run_1/layer_met2.png
Cells faint in the background.
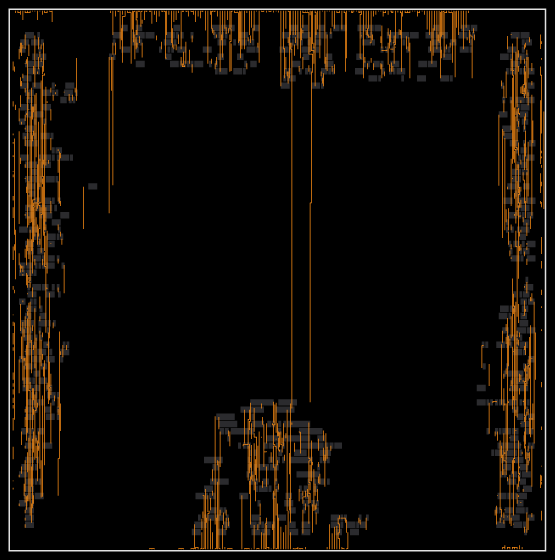
run_1/layer_met3.png
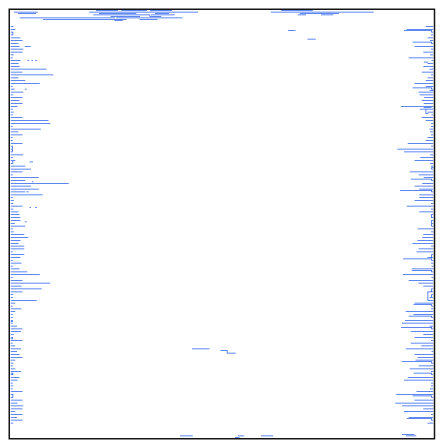
run_1/layer_met4.png
Supply wires on this layer in grey.
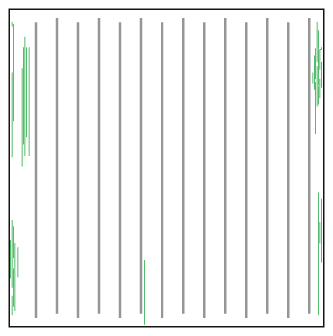
run_1/congestion.png
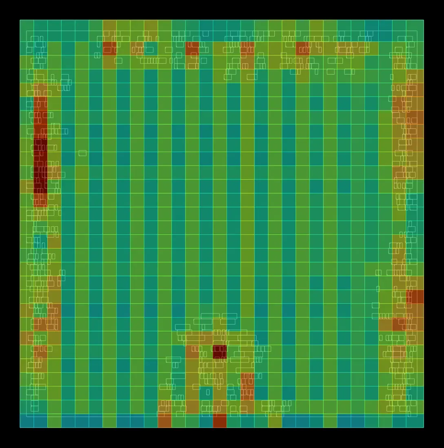
File: config.mk
export PLATFORM = sky130hd
export DESIGN_NAME = tlul_host_arb2
export DESIGN_NICKNAME = d
export VERILOG_FILES = /design/src/rtl/tlul_host_arb2.sv
export SDC_FILE = /design/constraint.sdc
export NUM_CORES = 1
export LEC_CHECK = 0
export ABC_AREA = 1
export CORE_AREA = 3 3 199 201
export CTS_BUF_LIST = sky130_fd_sc_hd__clkbuf_8
export CTS_CLUSTER_DIAMETER = 60
export DETAILED_ROUTE_END_ITERATION = 8
export DIE_AREA = 0 0 202 204
export PLACE_DENSITY = 0.37
export SYNTH_ARGS = -nofsm -noshare
export SYNTH_HDL_FRONTEND = slang
export SYNTH_SLANG_ARGS = --single-unit
File: constraint.sdc
create_clock -name clk_i -period 3.3 [get_ports clk_i]
set_input_delay 0.66 -clock clk_i [delete_from_list [all_inputs] [get_ports clk_i]]
set_output_delay 0.66 -clock clk_i [all_outputs]
set_load 0.05 [all_outputs]
File: src/rtl/tlul_host_arb2.sv
// rtl/tlul_host_arb2.sv - two-host TL-UL arbiter sharing one in-order device port
// Optional TLUL_ARB_FIXED_PRIO_EN: host 1 always wins a tie instead of round-robin.

package tlul_host_arb2_pkg;

   typedef struct packed {
      logic        a_valid;
      logic [2:0]  a_opcode;
      logic [2:0]  a_param;
      logic [1:0]  a_size;
      logic [7:0]  a_source;
      logic [31:0] a_address;
      logic [3:0]  a_mask;
      logic [31:0] a_data;
      logic [15:0] a_user;
      logic        d_ready;
   } tl_h2d_t;

   typedef struct packed {
      logic        d_valid;
      logic [2:0]  d_opcode;
      logic [2:0]  d_param;
      logic [1:0]  d_size;
      logic [7:0]  d_source;
      logic        d_sink;
      logic [31:0] d_data;
      logic [15:0] d_user;
      logic        d_error;
      logic        a_ready;
   } tl_d2h_t;

endpackage

module tlul_host_arb2
   import tlul_host_arb2_pkg::*;
#(
   parameter int unsigned MaxOutstanding = 2
) (
   input  logic    clk_i,
   input  logic    rst_ni,
   input  tl_h2d_t tl_h0_i,
   output tl_d2h_t tl_h0_o,
   input  tl_h2d_t tl_h1_i,
   output tl_d2h_t tl_h1_o,
   output tl_h2d_t tl_d_o,
   input  tl_d2h_t tl_d_i,
   output logic    spurious_o
);

   localparam int unsigned PtrW  = (MaxOutstanding > 1) ? $clog2(MaxOutstanding) : 1;
   localparam int unsigned CntW  = $clog2(MaxOutstanding + 1);
   localparam int unsigned Depth = 1 << PtrW;

   logic [Depth-1:0] id_mem_q;
   logic [PtrW-1:0]  wptr_q;
   logic [PtrW-1:0]  rptr_q;
   logic [CntW-1:0]  count_q;
   logic             lock_q;
   logic             lock_id_q;

   logic gnt_any;
   logic gnt_id;
   logic gnt_a_valid;
   logic tie_id;
   logic fifo_full;
   logic fifo_empty;
   logic head_id;
   logic dev_a_valid;
   logic dev_d_ready;
   logic push;
   logic pop;

   assign fifo_full  = (count_q == CntW'(MaxOutstanding));
   assign fifo_empty = (count_q == '0);
   assign head_id    = id_mem_q[rptr_q];

`ifdef TLUL_ARB_FIXED_PRIO_EN
   assign tie_id = 1'b1;
`else
   logic rr_q;

   assign tie_id = rr_q;

   always_ff @(posedge clk_i or negedge rst_ni) begin
      if (!rst_ni) begin
         rr_q <= 1'b0;
      end else if (push) begin
         rr_q <= ~gnt_id;
      end
   end
`endif

   // A held grant wins over arbitration so a stalled request cannot be swapped out.
   always_comb begin
      gnt_any = 1'b0;
      gnt_id  = 1'b0;
      if (lock_q) begin
         gnt_any = 1'b1;
         gnt_id  = lock_id_q;
      end else if (tl_h0_i.a_valid && tl_h1_i.a_valid) begin
         gnt_any = 1'b1;
         gnt_id  = tie_id;
      end else if (tl_h0_i.a_valid) begin
         gnt_any = 1'b1;
         gnt_id  = 1'b0;
      end else if (tl_h1_i.a_valid) begin
         gnt_any = 1'b1;
         gnt_id  = 1'b1;
      end
   end

   assign gnt_a_valid = gnt_any && (gnt_id ? tl_h1_i.a_valid : tl_h0_i.a_valid);
   assign dev_a_valid = rst_ni && gnt_a_valid && !fifo_full;
   // With nothing outstanding every D beat is sunk so a stray response cannot stall the device.
   assign dev_d_ready = fifo_empty ? 1'b1 : (head_id ? tl_h1_i.d_ready : tl_h0_i.d_ready);

   assign push       = dev_a_valid && tl_d_i.a_ready;
   assign pop        = !fifo_empty && tl_d_i.d_valid && dev_d_ready;
   assign spurious_o = rst_ni && fifo_empty && tl_d_i.d_valid;

   always_comb begin
      tl_d_o         = gnt_id ? tl_h1_i : tl_h0_i;
      tl_d_o.a_valid = dev_a_valid;
      tl_d_o.d_ready = dev_d_ready;

      tl_h0_o         = tl_d_i;
      tl_h0_o.a_ready = rst_ni && gnt_any && !gnt_id && tl_d_i.a_ready && !fifo_full;
      tl_h0_o.d_valid = rst_ni && !fifo_empty && !head_id && tl_d_i.d_valid;

      tl_h1_o         = tl_d_i;
      tl_h1_o.a_ready = rst_ni && gnt_any && gnt_id && tl_d_i.a_ready && !fifo_full;
      tl_h1_o.d_valid = rst_ni && !fifo_empty && head_id && tl_d_i.d_valid;
   end

   always_ff @(posedge clk_i or negedge rst_ni) begin
      if (!rst_ni) begin
         lock_q    <= 1'b0;
         lock_id_q <= 1'b0;
      end else if (push) begin
         lock_q <= 1'b0;
      end else if (gnt_a_valid) begin
         lock_q    <= 1'b1;
         lock_id_q <= gnt_id;
      end
   end

   always_ff @(posedge clk_i or negedge rst_ni) begin
      if (!rst_ni) begin
         id_mem_q <= '0;
         wptr_q   <= '0;
         rptr_q   <= '0;
         count_q  <= '0;
      end else begin
         if (push) begin
            id_mem_q[wptr_q] <= gnt_id;
            wptr_q <= (wptr_q == PtrW'(MaxOutstanding - 1)) ? '0 : wptr_q + 1'b1;
         end
         if (pop) begin
            rptr_q <= (rptr_q == PtrW'(MaxOutstanding - 1)) ? '0 : rptr_q + 1'b1;
         end
         if (push && !pop) begin
            count_q <= count_q + 1'b1;
         end else if (pop && !push) begin
            count_q <= count_q - 1'b1;
         end
      end
   end

endmodule

==> datasheet_impl.txt, run 1 <==
Summary of implementation characteristics

Parameter                              Value

Run status
  Run status .................. complete, no violations

Final timing
  Setup-violating endpoint count in the final report .................. 0
  Min cycle time layout .................. 2.92 ns
  Relative slew slack .................. 65.9%
  Hold violation total from the final report .................. 0
  Final-report max-slew violation count .................. 0
  Setup repair after global routing missed its margin .................. no
  Worst-Margin Slew .................. approximately 0.5 ns

Place
  Total half-perimeter wirelength after legalization and detailed placement .................. between 10000 and 15000 um
  Port-buffer cells .................. 314

Flow run
  Max_cap viols .................. 0
  Tool warnings .................. 26

Worst setup path
  Critical path, cell by cell .................. clkdlybuf4s50_1 > inv_1 > nor2_1 > nand2_1 > nand2_4 > buf_12 > nand2_1 > nand2_1 > buf_4
  Max stage delay cell, worst path .................. sky130_fd_sc_hd__clkdlybuf4s50_1

Global routing
  Wire length of the first global-routing pass .................. 20500 um
  Aggregate global routing overflow .................. 0

Routing
  Detailed router's first-iteration violation count .................. 129

CTS
  Clock tree from TritonCTS .................. built
  CTS H-Tree Depth .................. 1
  Number of clock sinks .................. 9
  Clock-pin slew on the worst setup and hold paths .................. 0.04 ns
  Number of hold-repair buffers added at the cts stage .................. 0
  Cts bufs inserted .................. 3
  Root Buffer Master .................. sky130_fd_sc_hd__clkbuf_8

Pwr
  Pwr per Cell Area .................. about 870 nW/um^2
  Leakage power .................. 2.56 nW

Logic synthesis
  Top cells by area .................. sky130_fd_sc_hd__nand2_1 43%, sky130_fd_sc_hd__buf_4 37%, sky130_fd_sc_hd__dfrtp_1 8.0%
  Cell type contributing the most total cell area after synthesis .................. sky130_fd_sc_hd__nand2_1
  Synthesized Nets .................. 803
  Unique cell type count in the Yosys netlist .................. 18
  Yosys stat area .................. ~2800 um^2
  Seq share, synth .................. 7.95%
  Number of cells in Yosys stat .................. 528

Floorplan
  Floorplan row count .................. 71
  FP Core Util .................. 7.50%
  Die area .................. 41200 um^2

Finish
  Final nets .................. slightly below 1000
  Layout overhead on the synthesized area .................. 88.0%
  Layout cells sized above 1 .................. ~17%

Worst hold path
  Min-delay worst type .................. flop to flop
## Picture notes: layer_met2.png
717 nets have wire on it. The layer holds 47% of the routed length.

## Picture notes: layer_met3.png
264 nets have wire on it. The longest straight run is 51.5 um. The layer carries 1990 um of wire. The wires run mostly horizontal.

## Picture notes: layer_met4.png
The longest straight run is 78.9 um. The wires run mostly vertical. The layer carries 1040 um of wire.
routed wire length: 14700 um
routed via count: 3570

## Picture notes: congestion.png
global routing usage summed across all routing layers: 6.32%
Final Core Density: 14.1%
met1 Track Usage GR: 5.78%
global-route layer with the greatest usage: met2

==> run 1: state kept, by name, summed over array words and instances (netlist names) <==
signal     flops
lock_q         1
wptr_q         1
rptr_q         1
id_mem_q       2
lock_id_q      1
rr_q           1
count_q        2
==> run 1: layer usage <==
metal	global-route usage, %	wire [um]	up-vias
met5	0	0	-
met4	4.36	1040	0
met3	2.77	1990	74
met2	11.3	6860	295
met1	5.78	4790	1422
li1	-	-	1779
==> run 1: cells in the final DEF (no fill, tap or decap) <==
master and count:
sky130_fd_sc_hd__a21oi_1 2, sky130_fd_sc_hd__buf_12 6, sky130_fd_sc_hd__buf_4 105, sky130_fd_sc_hd__clkbuf_8 3, sky130_fd_sc_hd__clkdlybuf4s50_1 208, sky130_fd_sc_hd__clkinv_2 1
sky130_fd_sc_hd__dfrtp_1 9, sky130_fd_sc_hd__ha_1 1, sky130_fd_sc_hd__inv_1 9, sky130_fd_sc_hd__nand2_1 322, sky130_fd_sc_hd__nand2_4 1, sky130_fd_sc_hd__nand3_1 10
sky130_fd_sc_hd__nand3_2 1, sky130_fd_sc_hd__nand4_1 2, sky130_fd_sc_hd__nor2_1 8, sky130_fd_sc_hd__o21ai_0 4, sky130_fd_sc_hd__xnor2_1 2, sky130_fd_sc_hd__xor2_1 1
==> run 1: final timing paths <==
check                                   end  slack [ns]  cells past startpoint
worst min register to register  id_mem_q[1]        0.50                      2
worst max-delay path             tl_d_o[24]        0.38                      9
max in group asynchronous            rptr_q        2.38                      2
worst min-delay path            id_mem_q[1]        0.50                      2
worst max register to register   count_q[1]        1.39                      9
min in group asynchronous         lock_id_q        0.77                      2
==> run 1: stage by stage <==
step,worst slack [ns],instance area [um^2],hold slack (ns),utilization (%),std cells
after detailed placement,0.352,5280,0.487,14.0,1202
after CTS,0.354,5330,0.497,14.1,1206
after floorplan,0.819,2830,0.364,-,528
final,0.376,5330,0.499,14.1,1206
after global placement,0.332,5280,0.485,14.0,1202
after global routing,0.255,5330,0.535,14.1,1206
==> run 1: report_power, final <==
group	switching (W)	internal [W]
Clock	0.0000404	0.0000807
Combinational	0.00305	0.00127
Sequential	0.0000447	0.000163
Total	0.00313	0.00152
==> run 1: cell families (layout without fill, tap and decap cells) <==
family,count (synthesis),after routing,synth area share [%]
flops,9,9,7.95
compound gates,6,6,1.06
simple gates,344,344,46.5
xor+xnor,3,3,0.928
buf+inv,165,332,43.1
fa+ha+maj,1,1,0.442
==> run 1: tightest hold or removal path, cell delays in order (launching register included) <==
cell and delay [ns]:
sky130_fd_sc_hd__dfrtp_1 0.35, sky130_fd_sc_hd__nand2_1 0.06, sky130_fd_sc_hd__nand2_1 0.05
==> run 1: final cells by class <==
cell class | instances | area, um^2
clock buffers | 3 | 41.3
well taps | 511 | 639
fillers | 4403 | 32400
repair buffers | 319 | 2990
clock inverters | 1 | 3.75
inverters | 9 | 35.0
flip-flops and latches | 9 | 225
multi-input cells | 354 | 1390
run_1/layer_met1.png
The bar under the picture is 50 um long. Supply wires on this layer in grey.
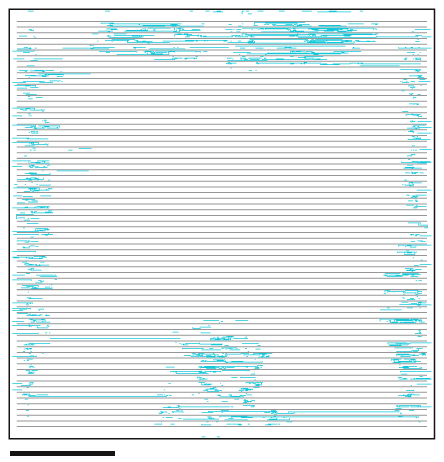

==> run 2, diff against run 1 <==
--- a/config.mk
+++ b/config.mk
@@ -6,12 +6,13 @@
 export NUM_CORES = 1
 export LEC_CHECK = 0
 export ABC_AREA = 1
-export CORE_AREA = 3 3 199 201
+export CORE_AREA = 3 3 201 203
 export CTS_BUF_LIST = sky130_fd_sc_hd__clkbuf_8
 export CTS_CLUSTER_DIAMETER = 60
 export DETAILED_ROUTE_END_ITERATION = 8
-export DIE_AREA = 0 0 202 204
-export PLACE_DENSITY = 0.37
+export DIE_AREA = 0 0 204 206
+export DONT_BUFFER_PORTS = 1
+export PLACE_DENSITY = 0.3
 export SYNTH_ARGS = -nofsm -noshare
 export SYNTH_HDL_FRONTEND = slang
 export SYNTH_SLANG_ARGS = --single-unit
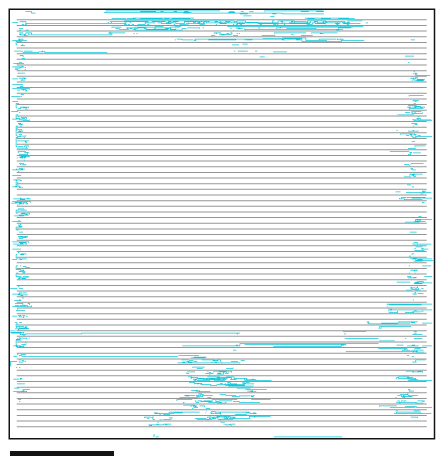
run_2/layer_met1.png
The bar under the picture is 50 um long. Supply wires on this layer in grey.
542 nets have wire on it. The wires run mostly horizontal. The layer carries 3850 um of wire. The longest straight run is 76.1 um.
met1 Track Usage GR: 4.70%
routed via count: 2842
routed wire length: 12000 um

==> run 2 against run 1 <==
Effect of this change:
- critical path depth unchanged
- design area down 28%
- synthesized cell count unchanged
- register-to-register slack about the same
- global-route usage down 1.5 points
- sequential power down 2%
- worst setup slack better by 0.34 ns
- power up 9.6%
- critical path type unchanged
==> datasheet_impl.txt, run 2 <==
Summary of implementation characteristics

Parameter                              Value

Run status
  Run status .................. complete, no violations

Finish
  Layout overhead on the synthesized area .................. 35.2%
  Layout cells sized above 1 .................. 23.6%

Routing
  Met2 wire length .................. 5540 um
  Detailed route wirelength on metal3 .................. 1750 um

Logic synthesis
  Top cells by area .................. sky130_fd_sc_hd__nand2_1 43%, sky130_fd_sc_hd__buf_4 37%, sky130_fd_sc_hd__dfrtp_1 8.0%
  Yosys stat area .................. 2830 um^2
  Synthesized Nets .................. 803
  Number of cells in Yosys stat .................. around 530
  Seq share, synth .................. under 10%

Final timing
  Worst-Margin Slew .................. between 0.8 and 0.9 ns
  Setup repair after global routing missed its margin .................. no
  Final-report max-slew violation count .................. 0
  Relative slew slack .................. about 41%
  Min cycle time layout .................. 2.58 ns
  Smallest setup slack after layout .................. a little over 0.7 ns

CTS
  Number of clock sinks .................. 9
  Number of hold-repair buffers added at the cts stage .................. 0

Worst hold path
  Min-delay worst type .................. input port to asynchronous set/reset pin

Pwr
  Leakage power .................. 1.95 nW

Global routing
  Global routing usage summed across all routing layers .................. 4.80%
  Wire length of the first global-routing pass .................. 15400 um
  Aggregate global routing overflow .................. 0

Worst setup path
  Critical path, cell by cell .................. inv_1 > nor2_1 > nand2_1 > nand2_4 > clkinv_2 > buf_4 > nand2_1 > nand2_1 > buf_12
  Max stage delay cell, worst path .................. sky130_fd_sc_hd__buf_4

Place
  Setup slack after placement .................. 0.698 ns
==> run 2: cell counts after synthesis <==
Identical to the previous run, type by type.
==> run 2: kinds of logic after synthesis <==
family	count (synthesis)	share of synthesized area (%)
AND-OR/OR-AND	6	1.06
AND/OR/NAND/NOR	344	46.5
flip-flops	9	7.95
buffers and inverters	165	43.1
XOR/XNOR	3	0.928
adder cells (fa/ha/maj)	1	0.442
==> run 2: power breakdown <==
part,internal (W),leakage (nW),switching (W)
Combinational,0.00166,1.81,0.00311
Clock,0.0000810,0.0269,0.0000429
Sequential,0.000163,0.110,0.0000408
==> run 2: final timing paths <==
check                             end         start  cells past startpoint  slack [ns]
max                        tl_d_o[55]  tl_h1_i[101]                      9        0.72
min                        count_q[1]        rst_ni                      0        0.12
max reg2reg                count_q[1]        lock_q                      9        1.40
min reg2reg                      rr_q          rr_q                      2        0.49
max in group asynchronous      wptr_q        rst_ni                      0        3.11
min in group clk_i               rr_q          rr_q                      2        0.49
==> run 2: routing by layer <==
layer / up-vias / global-route usage, %
met3: 63 / 1.69
met4: 0 / 3.29
met5: - / 0
li1: 1355 / -
met2: 302 / 8.51
met1: 1122 / 4.70
==> run 2: per-stage QoR <==
step | cell area [um^2] | std cells | total power (W) | util [%] | hold WS, ns
after floorplan | 2830 | 528 | 0.00363 | - | 0.364
after global placement | 3790 | 998 | 0.00501 | 9.80 | 0.365
after detailed placement | 3790 | 998 | 0.00502 | 9.80 | 0.365
after CTS | 3830 | 1002 | 0.00515 | 9.91 | 0.115
after global routing | 3830 | 1002 | 0.00538 | 9.91 | 0.105
final | 3830 | 1002 | 0.00510 | 9.91 | 0.122
==> run 2: layout make-up <==
type	count	area, um^2	area share (%)
clock buffers	3	41.3	1.08
clock inverters	1	3.75	0.0980
inverters	9	35.0	0.914
multi-input cells	354	1390	36.3
flip-flops and latches	9	225	5.88
well taps	518	648	16.9
repair buffers	108	1490	38.8
run_2/layer_met2.png
Cells faint in the background.
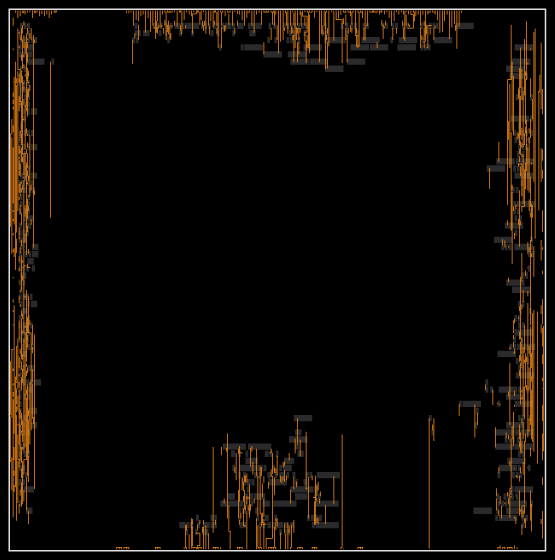

==> run 3, diff against run 2 <==
==> constraint.sdc (replaced) <==
create_clock -name clk_i -period 2.19 [get_ports clk_i]
set_input_delay 0.438 -clock clk_i [delete_from_list [all_inputs] [get_ports clk_i]]
set_output_delay 0.438 -clock clk_i [all_outputs]
set_load 0.05 [all_outputs]
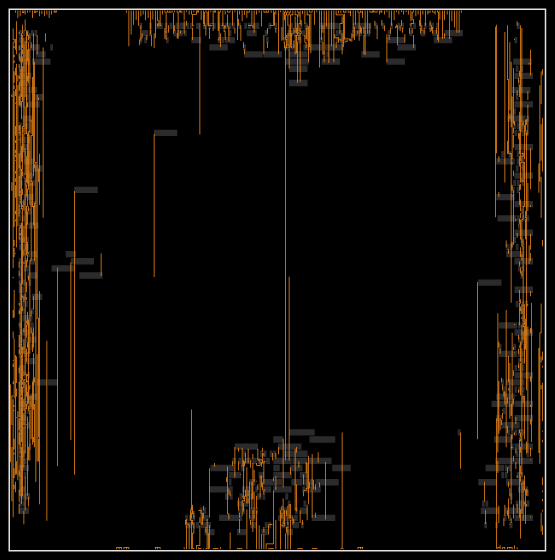
run_3/layer_met2.png
Cells faint in the background.
The wires run mostly vertical. The layer holds 47% of the routed length. The longest straight run is 158 um.
routed via count: 3029
met2 Usage GRT: 8.51%
routed wire length: 15100 um

==> run 3 against run 2 <==
Effect of this change:
- core utilization increased by 1.2 points
- critical endpoint is now tl_d_o[20]
- clock skew fell by 0.0013 ns
- synthesized cell count unchanged
- via count is 6.6% higher
- die area stayed put
- design area rose by 13%
- largest power group unchanged
- cell count up 1.8%
- combinational power is 74% higher
- flip-flop count unchanged
- non-clock buffer count is 18 higher
- first-iteration DRC count decreased by 28%
==> datasheet_impl.txt, run 3 <==
Summary of implementation characteristics

Parameter                              Value

Pwr
  PnR Total Power .................. 0.00882 W
  Pwr per Cell Area .................. around 2000 nW/um^2
  Internal power contribution .................. 0.00352 W
  Reg power frac .................. 3.6%
  Leakage power .................. around 2.2 nW
  Combinational group share of total power .................. 94.3%
  Switching power .................. 0.00530 W
  Relative contribution of the clock network to total power .................. 2.1%
  Fraction of power spent switching nets .................. between 60 and 70%

Finish
  Layout cells sized above 1 .................. roughly 29%
  Top Layout Cells .................. 310 x sky130_fd_sc_hd__nand2_1, 56 x sky130_fd_sc_hd__buf_12, 32 x sky130_fd_sc_hd__buf_4
  Post-route non-filler standard cell count .................. between 1000 and 1500
  Most common library cell in the layout ignoring fill and taps .................. sky130_fd_sc_hd__nand2_1
  Final cell area excluding filler cells .................. 4310 um^2

Place
  Port-buffer cells .................. 0
  Setup slack after placement .................. 0.175 ns
  Total placed cells including tap cells .................. 1002

Logic synthesis
  Synth logic family .................. simple AND/OR/NAND/NOR gates
  Synth mux share .................. 0%
  Cell type contributing the most total cell area after synthesis .................. sky130_fd_sc_hd__nand2_1
  Top cells by area .................. sky130_fd_sc_hd__nand2_1 43%, sky130_fd_sc_hd__buf_4 37%, sky130_fd_sc_hd__dfrtp_1 8.0%
  Seq share, synth .................. between 7 and 8%
  Xor/xnor share of the synthesized area .................. 0.928%
  Synthesized-area fraction occupied by and/or/nand/nor cells .................. roughly 47%
  Yosys stat area .................. 2830 um^2
  Adder-Cell Fraction of Synth Area .................. 0.442%
  Synthesized Nets .................. 803

CTS
  Root Buffer Master .................. sky130_fd_sc_hd__clkbuf_8
  Number of clock sinks .................. 9
  Cts bufs inserted .................. 3
  CTS H-Tree Depth .................. 1

Routing
  Detailed router's first-iteration violation count .................. 113

Flow run
  Max_cap viols .................. 0
  Tool warnings .................. 28

Final timing
  Setup-violating endpoint count in the final report .................. 0
  Smallest setup slack after layout .................. 0.0648 ns
  Final-report max-slew violation count .................. 0
  Setup repair after global routing missed its margin .................. yes
  Relative slew slack .................. between 60 and 70%
  Min cycle time layout .................. 2.13 ns

Floorplan
  FP Core Util .................. 7.33%
  Floorplan row count .................. 72

Global routing
  Global routing usage summed across all routing layers .................. 4.89%
  Wire length of the first global-routing pass .................. 15700 um
  Aggregate global routing overflow .................. 0

Worst setup path
  Startpoint of the worst register-to-register path .................. lock_q
  Worst setup startpoint .................. lock_q
  Cells on worst reg2reg path .................. 10

Run status
  Run status .................. complete, no violations

Worst hold path
  Min-delay worst type .................. input port to flop
## run 3: timing repair
| action | in CTS | in global routing |
|---|---|---|
| endpoints found under the setup margin | 19 | 95 |
| pin swaps | 0 | 3 |
| hold buffers | 1 | 0 |
| resized | 11 | 40 |
| hold endpoints to repair | 9 | 0 |
| gates cloned | 0 | 8 |
| buffers inserted | 0 | 5 |
## run 3: cell families after synthesis
| kind of cell | Yosys count |
|---|---|
| DFF | 9 |
| AOI/OAI and AO/OA | 6 |
| xor gates and xnor gates | 3 |
| and+or+nand+nor | 344 |
| buffers and inverters | 165 |
| adders and majority gates | 1 |
## run 3: through the flow
stage               TNS [ns]  hold WS (ns)  utilization [%]
global route          -0.740         0.449             11.2
floorplan                  0         0.142                -
global placement           0         0.143             9.94
detailed placement         0         0.143             9.94
CTS                 -0.00173         0.433             10.2
finish                     0         0.432             11.2
## run 3: critical path, stage by stage, from the launching register on
cell                        delay [ns]
sky130_fd_sc_hd__dfrtp_1          0.42
sky130_fd_sc_hd__nor2_2           0.11
sky130_fd_sc_hd__nand2_2          0.10
sky130_fd_sc_hd__nand2_8          0.15
sky130_fd_sc_hd__buf_4            0.18
sky130_fd_sc_hd__clkbuf_16        0.17
sky130_fd_sc_hd__nand2_1          0.05
sky130_fd_sc_hd__nand2_1          0.09
sky130_fd_sc_hd__buf_6            0.17
## run 3: worst min-delay path by stage
stage	slack, ns	startpoint	cells past startpoint	end
global placement	0.14	rst_ni	0	lock_q
global route	0.45	tl_d_i[67]	2	rptr_q
finish	0.43	tl_d_i[67]	2	rptr_q
floorplan	0.14	rst_ni	0	count_q[0]
detailed placement	0.14	rst_ni	0	lock_q
CTS	0.43	tl_d_i[67]	2	rptr_q
## run 3: cell type report
type                       instances  area, um^2
inverter                           9        46.3
timing repair buffer             126        1920
fill                            4479       34300
tap                              518         648
multi-input combinational        354        1430
sequential                         9         225
clock buffer                       3        41.3
clock inverter                     1        3.75
## run 3: power by group through the flow
| stage | clock [W] | sequential, W | combinational [W] |
|---|---|---|---|
| after detailed placement | 0 | 0.000314 | 0.00736 |
| after floorplan | 0 | 0.000293 | 0.00517 |
| after CTS | 0.000196 | 0.000312 | 0.00743 |
| after global routing | 0.000202 | 0.000325 | 0.00875 |
| final | 0.000186 | 0.000315 | 0.00832 |
| after global placement | 0 | 0.000313 | 0.00737 |
## run 3: metal layers
| layer | vias to the layer above | global-route usage, % | routed length, um |
|---|---|---|---|
| met5 | - | 0 | 0 |
| met4 | 0 | 3.69 | 1040 |
| met3 | 71 | 1.86 | 1870 |
| met2 | 297 | 8.51 | 7150 |
| met1 | 1268 | 4.72 | 5080 |
| li1 | 1393 | - | - |
No activity file was given, so power comes from the tool's default toggle rates.
